Clock nets:
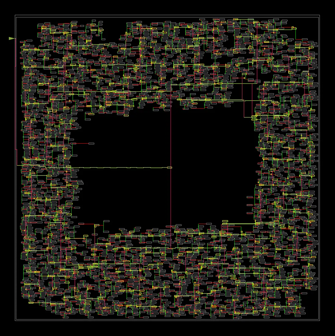
Routed metal, one color a layer:
The bar under the picture is 200 um long.
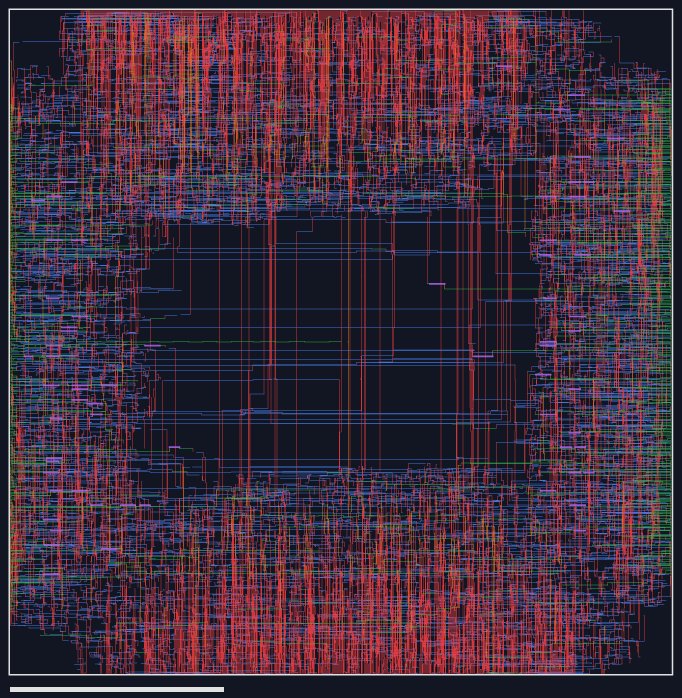
Register map, names as in the netlist:
The bar under the picture is 200 um long. Other sequential cells in the stronger gray, the rest of the logic in the fainter gray.
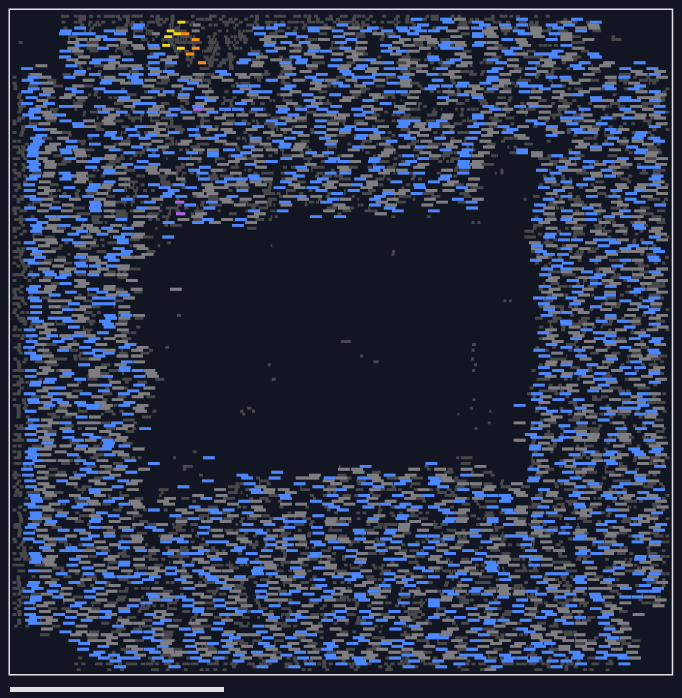
Nets reached from selected ports:
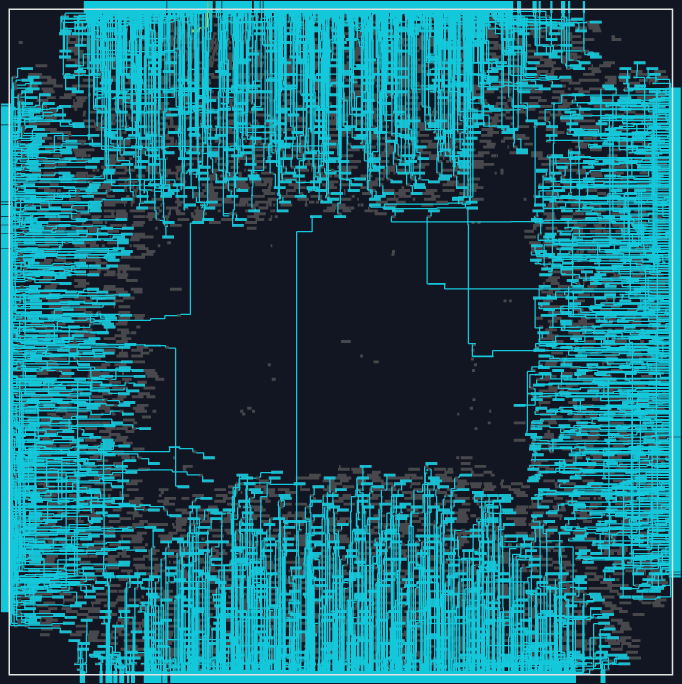
--- src/rtl/mcu_image_writer.sv ---
// rtl/mcu_image_writer.sv - writes decoded EDGE x EDGE blocks into a raster-order frame RAM
// One hold buffer accepts the next block while the work buffer streams one pixel per cycle.
module mcu_image_writer #(
  parameter int IMAGE_WIDTH  = 320,
  parameter int IMAGE_HEIGHT = 240,
  parameter int PIXEL_WIDTH  = 8,
  parameter int CHANNELS     = 3,
  parameter int EDGE         = 8,
  parameter int ADDR_WIDTH   = $clog2(IMAGE_WIDTH * IMAGE_HEIGHT)
) (
  input  logic                                      clk,
  input  logic                                      rst,
  input  logic [EDGE*EDGE*CHANNELS*PIXEL_WIDTH-1:0] blk_data,
  input  logic                                      blk_valid,
  output logic                                      blk_ready,
  input  logic                                      frame_restart,
  output logic [ADDR_WIDTH-1:0]                     ram_addr,
  output logic [CHANNELS*PIXEL_WIDTH-1:0]           ram_data,
  output logic                                      ram_we,
  output logic                                      busy,
  output logic                                      block_done,
  output logic                                      frame_done,
  output logic [((IMAGE_WIDTH/EDGE) > 1 ? $clog2(IMAGE_WIDTH/EDGE) : 1)-1:0]   block_x,
  output logic [((IMAGE_HEIGHT/EDGE) > 1 ? $clog2(IMAGE_HEIGHT/EDGE) : 1)-1:0] block_y
);

  localparam int PIX_W    = CHANNELS * PIXEL_WIDTH;
  localparam int NPIX     = EDGE * EDGE;
  localparam int BX_W     = (IMAGE_WIDTH/EDGE) > 1 ? $clog2(IMAGE_WIDTH/EDGE) : 1;
  localparam int BY_W     = (IMAGE_HEIGHT/EDGE) > 1 ? $clog2(IMAGE_HEIGHT/EDGE) : 1;
  localparam int CNT_W    = EDGE > 1 ? $clog2(EDGE) : 1;
  localparam logic [BX_W-1:0]       BX_LAST  = BX_W'(IMAGE_WIDTH/EDGE - 1);
  localparam logic [BY_W-1:0]       BY_LAST  = BY_W'(IMAGE_HEIGHT/EDGE - 1);
  localparam logic [CNT_W-1:0]      CNT_LAST = CNT_W'(EDGE - 1);
  localparam logic [ADDR_WIDTH-1:0] EDGE_A   = ADDR_WIDTH'(EDGE);
  localparam logic [ADDR_WIDTH-1:0] WIDTH_A  = ADDR_WIDTH'(IMAGE_WIDTH);

  if (EDGE < 1 || (EDGE & (EDGE - 1)) != 0 || (IMAGE_WIDTH % EDGE) != 0 ||
      (IMAGE_HEIGHT % EDGE) != 0 || CHANNELS < 1 || CHANNELS > 4) begin : g_bad_params
    $error("mcu_image_writer: illegal parameter set");
  end

  typedef enum logic {IDLE, WRITE} state_t;

  state_t                       state, state_next;
  logic [NPIX*PIX_W-1:0]        hold_buf;
  logic [PIX_W-1:0]             work_buf [NPIX];
  logic                         hold_full;
  logic [CNT_W-1:0]             r, c;
  logic                         accept, load_work, last_pixel, last_block;
  logic [2*CNT_W-1:0]           pix_idx;
  logic [ADDR_WIDTH-1:0]        row_a, col_a, pix_addr;

  assign blk_ready  = !hold_full && !frame_restart;
  assign accept     = blk_valid && blk_ready;
  assign last_pixel = (state == WRITE) && (r == CNT_LAST) && (c == CNT_LAST);
  assign last_block = (block_x == BX_LAST) && (block_y == BY_LAST);
  assign busy       = (state == WRITE) || hold_full;

  always_comb begin
    state_next = state;
    load_work  = 1'b0;
    case (state)
      IDLE: begin
        if (hold_full) begin
          state_next = WRITE;
          load_work  = 1'b1;
        end
      end
      WRITE: begin
        if (last_pixel) begin
          // A waiting block is chained straight in so the RAM sees no bubble.
          if (hold_full) load_work = 1'b1;
          else           state_next = IDLE;
        end
      end
      default: state_next = IDLE;
    endcase
    if (frame_restart) begin
      state_next = IDLE;
      load_work  = 1'b0;
    end
  end

  always_ff @(posedge clk) begin
    if (rst) state <= IDLE;
    else     state <= state_next;
  end

  always_ff @(posedge clk) begin
    if (rst || frame_restart) begin
      hold_full  <= 1'b0;
      r          <= '0;
      c          <= '0;
      block_x    <= '0;
      block_y    <= '0;
      block_done <= 1'b0;
      frame_done <= 1'b0;
    end else begin
      block_done <= last_pixel;
      frame_done <= last_pixel && last_block;
      if (accept)         hold_full <= 1'b1;
      else if (load_work) hold_full <= 1'b0;
      if (state == IDLE) begin
        r <= '0;
        c <= '0;
      end else begin
        c <= (c == CNT_LAST) ? '0 : c + 1'b1;
        if (c == CNT_LAST) r <= (r == CNT_LAST) ? '0 : r + 1'b1;
      end
      if (last_pixel) begin
        if (block_x == BX_LAST) begin
          block_x <= '0;
          block_y <= (block_y == BY_LAST) ? '0 : block_y + 1'b1;
        end else begin
          block_x <= block_x + 1'b1;
        end
      end
    end
  end

  // Buffer contents need no reset: hold_full and the FSM decide what is live.
  always_ff @(posedge clk) begin
    if (accept) hold_buf <= blk_data;
    if (load_work) begin
      for (int i = 0; i < NPIX; i++) work_buf[i] <= hold_buf[i*PIX_W +: PIX_W];
    end
  end

  // EDGE is a power of two, so r*EDGE+c is just the concatenation.
  assign pix_idx  = {r, c};
  assign row_a    = ADDR_WIDTH'(block_y) * EDGE_A + ADDR_WIDTH'(r);
  assign col_a    = ADDR_WIDTH'(block_x) * EDGE_A + ADDR_WIDTH'(c);
  assign pix_addr = row_a * WIDTH_A + col_a;

  assign ram_we   = (state == WRITE);
  assign ram_addr = ram_we ? pix_addr : '0;
  assign ram_data = ram_we ? work_buf[pix_idx] : '0;

endmodule
--- config.mk ---
export PLATFORM = sky130hd
export DESIGN_NAME = mcu_image_writer
export DESIGN_NICKNAME = d
export VERILOG_FILES = /design/src/rtl/mcu_image_writer.sv
export SDC_FILE = /design/constraint.sdc
export NUM_CORES = 2
export LEC_CHECK = 0
export CORE_AREA = 2 2 618 620
export DETAILED_ROUTE_END_ITERATION = 16
export DIE_AREA = 0 0 620 622
export HOLD_SLACK_MARGIN = 0.12
export PLACE_DENSITY_LB_ADDON = 0.15
export SKIP_LAST_GASP = 1
export SYNTH_ARGS = -nofsm -noshare
export SYNTH_HDL_FRONTEND = slang
export SYNTH_SLANG_ARGS = --single-unit
--- constraint.sdc ---
create_clock -name clk -period 184.6 [get_ports clk]
set_clock_uncertainty 0.05 [all_clocks]
set_input_delay 18.46 -clock clk [delete_from_list [all_inputs] [get_ports clk]]
set_output_delay 18.46 -clock clk [all_outputs]
set_load 0.005 [all_outputs]
==> writeup.txt <==
The length of the first detailed-routing pass in iterations was 5. The cell accounting for the most synthesized area is sky130_fd_sc_hd__edfxtp_1. For the total DRC errors in the routed layout, the log shows 0. In this run, synthesis inferred 3072 flip-flops with an integrated enable. With the accumulated negative setup slack at 0 ns, the chip area from the yosys synthesis statistics is 106000 um^2.

For this run, the top clock speed supported by timing is 26.1 MHz. The worst stage delay on the critical path was 0.56 ns; the count of H-tree levels built during CTS was 5. Per the gpl log, the routability congestion estimate is 0.826. After synthesis the cells add up to 106000 um^2. Looking at the critical path, the highest net fanout was 5.

The logs give 0.177 for the global-route usage over all layers and 0 for the remaining global-route overflow. Share of synthesized area occupied by flip-flops and latches: 0.872. The floorplan step set the die height to 622 um. The share of synthesized cell area in full adder, half adder and majority cells was 0.00297. Yosys reports that the most numerous cell types are 3072 x sky130_fd_sc_hd__edfxtp_1, 383 x sky130_fd_sc_hd__mux4_2, 120 x sky130_fd_sc_hd__mux2i_1. The critical path's slowest stage uses the library cell sky130_fd_sc_hd__clkdlybuf4s50_1. The run gives 7590 for the number of nets in the finished design.

In the placement report, post-DP HPWL is listed as 258 mm. The finished layout holds 11400 standard cells, fillers aside. Post-synthesis register bit count: 3093. The run finished with clean final reports. The run gives 361 for the initial antenna violation count. Number of cells in the yosys synthesis report: 4132.

In this run the maximum-capacitance check reported violations numbering 0. The type of the tightest min-delay check was register to register. The detailed router finished its first iteration with 4097 violations. Part of the cycle the worst path needs: 0.208.
## Picture notes: 'clock nets'
number of buffers inserted during clock tree synthesis: 344
sequential cell count of the final layout: 3093
number of clock sinks seen by CTS: 3093
power dissipated in the clock network: 667 uW
worst-skew pair later-pin latency: 0.93 ns

## Picture notes: 'routed metal, one color a layer'
layer	color	wire length
met4	orange	10500 um
met3	green	25.2 mm
met5	purple	822 um
met1	blue	133 mm
met2	red	181 mm

## Picture notes: 'register map, names as in the netlist'
netlist name	color	placed flops
hold_buf	blue	1536
c	purple	3
block_y	orange	5
block_x	yellow	6
not colored	1543

## Picture notes: 'nets reached from selected ports'
port	color	direction	end cells	buffers	wire
block_done	yellow	output	1	1	22.3 um
blk_data	cyan	input	1536	1536	143 mm
IO Count: 1597
input/output buffers: 1596

[critical path, delay by kind of cell]
family | cells | cell delay (ns)
buffers and inverters | 2 | 1.10
AND/OR/NAND/NOR | 1 | 0.23
[placed cells by master (no fill, tap or decap), types with 8 or more instances in the layout]
master	count
sky130_fd_sc_hd__nand2b_1	13
sky130_fd_sc_hd__nand3_1	32
sky130_fd_sc_hd__mux4_1	19
sky130_fd_sc_hd__a21oi_1	24
sky130_fd_sc_hd__a211oi_1	12
sky130_fd_sc_hd__o211ai_1	18
sky130_fd_sc_hd__diode_2	70
sky130_fd_sc_hd__a22oi_1	58
sky130_fd_sc_hd__dfxtp_1	16
sky130_fd_sc_hd__clkbuf_1	87
sky130_fd_sc_hd__mux2i_1	116
sky130_fd_sc_hd__o21ai_0	22
sky130_fd_sc_hd__clkinvlp_4	8
sky130_fd_sc_hd__buf_4	80
sky130_fd_sc_hd__clkdlybuf4s50_1	1596
sky130_fd_sc_hd__clkinv_1	76
sky130_fd_sc_hd__clkbuf_16	349
sky130_fd_sc_hd__edfxtp_1	3072
sky130_fd_sc_hd__clkinv_2	56
sky130_fd_sc_hd__and2_1	18
sky130_fd_sc_hd__nor2b_1	10
sky130_fd_sc_hd__nand2_1	42
sky130_fd_sc_hd__mux4_2	383
sky130_fd_sc_hd__ha_1	22
sky130_fd_sc_hd__bufinv_16	24
sky130_fd_sc_hd__xor2_1	9
sky130_fd_sc_hd__xnor2_1	10
sky130_fd_sc_hd__nor2_1	27
[cell type report]
cell class,instances,area (um^2),area share
flip-flops and latches,3093,92700,0.664
repair buffers,1683,16700,0.120
multi-input cells,898,12800,0.0919
clock buffers,436,9060,0.0649
well taps,5016,6280,0.0450
clock inverters,190,1820,0.0131
diodes,70,175,0.00125
inverters,6,30.0,0.000215
[power breakdown]
group          internal (uW)  switching, uW
Sequential               795           5.32
Combinational           30.6           19.4
Clock                    383            284
Total                   1210            309
[logic make-up after synthesis]
group,count (synthesis)
mux,522
simple gates,172
flops,3093
xor+xnor,19
compound gates,161
fa+ha+maj,24
buf+inv,141
[final timing paths]
check	start	endpoint	slack, ns	cells after the start
worst max register to register	c[0]	work_buf[53][4]	176.77	12
worst max-delay path	frame_restart	blk_ready	146.29	3
worst min-delay path	hold_buf[629]	work_buf[26][5]	0.32	0
worst min register to register	hold_buf[629]	work_buf[26][5]	0.32	0
[flip-flops by register name, summed over array words and instances (netlist names)]
register,cells
c,3
r,3
block_y,5
block_done,1
block_x,6
work_buf,1536
hold_full,1
ram_we,1
hold_buf,1536
frame_done,1
[per-layer routing]
layer,track usage,up-vias,part of all wire
li1,-,21400,-
met1,0.206,26100,0.38
met2,0.316,2096,0.52
met3,0.0505,923,0.072
met4,0.0488,132,0.030
met5,0,-,0.0023
[per-stage QoR]
| step | cell area (um^2) | hold slack [ns] |
|---|---|---|
| 6_report | 140000 | 0.321 |
| 5_1_grt | 140000 | 0.340 |
| 3_3_place_gp | 129000 | 0.350 |
| 2_1_floorplan | 106000 | 0.350 |
| 4_1_cts | 139000 | 0.325 |
| 3_5_place_dp | 129000 | 0.355 |
Power and IR drop assume default switching activity.
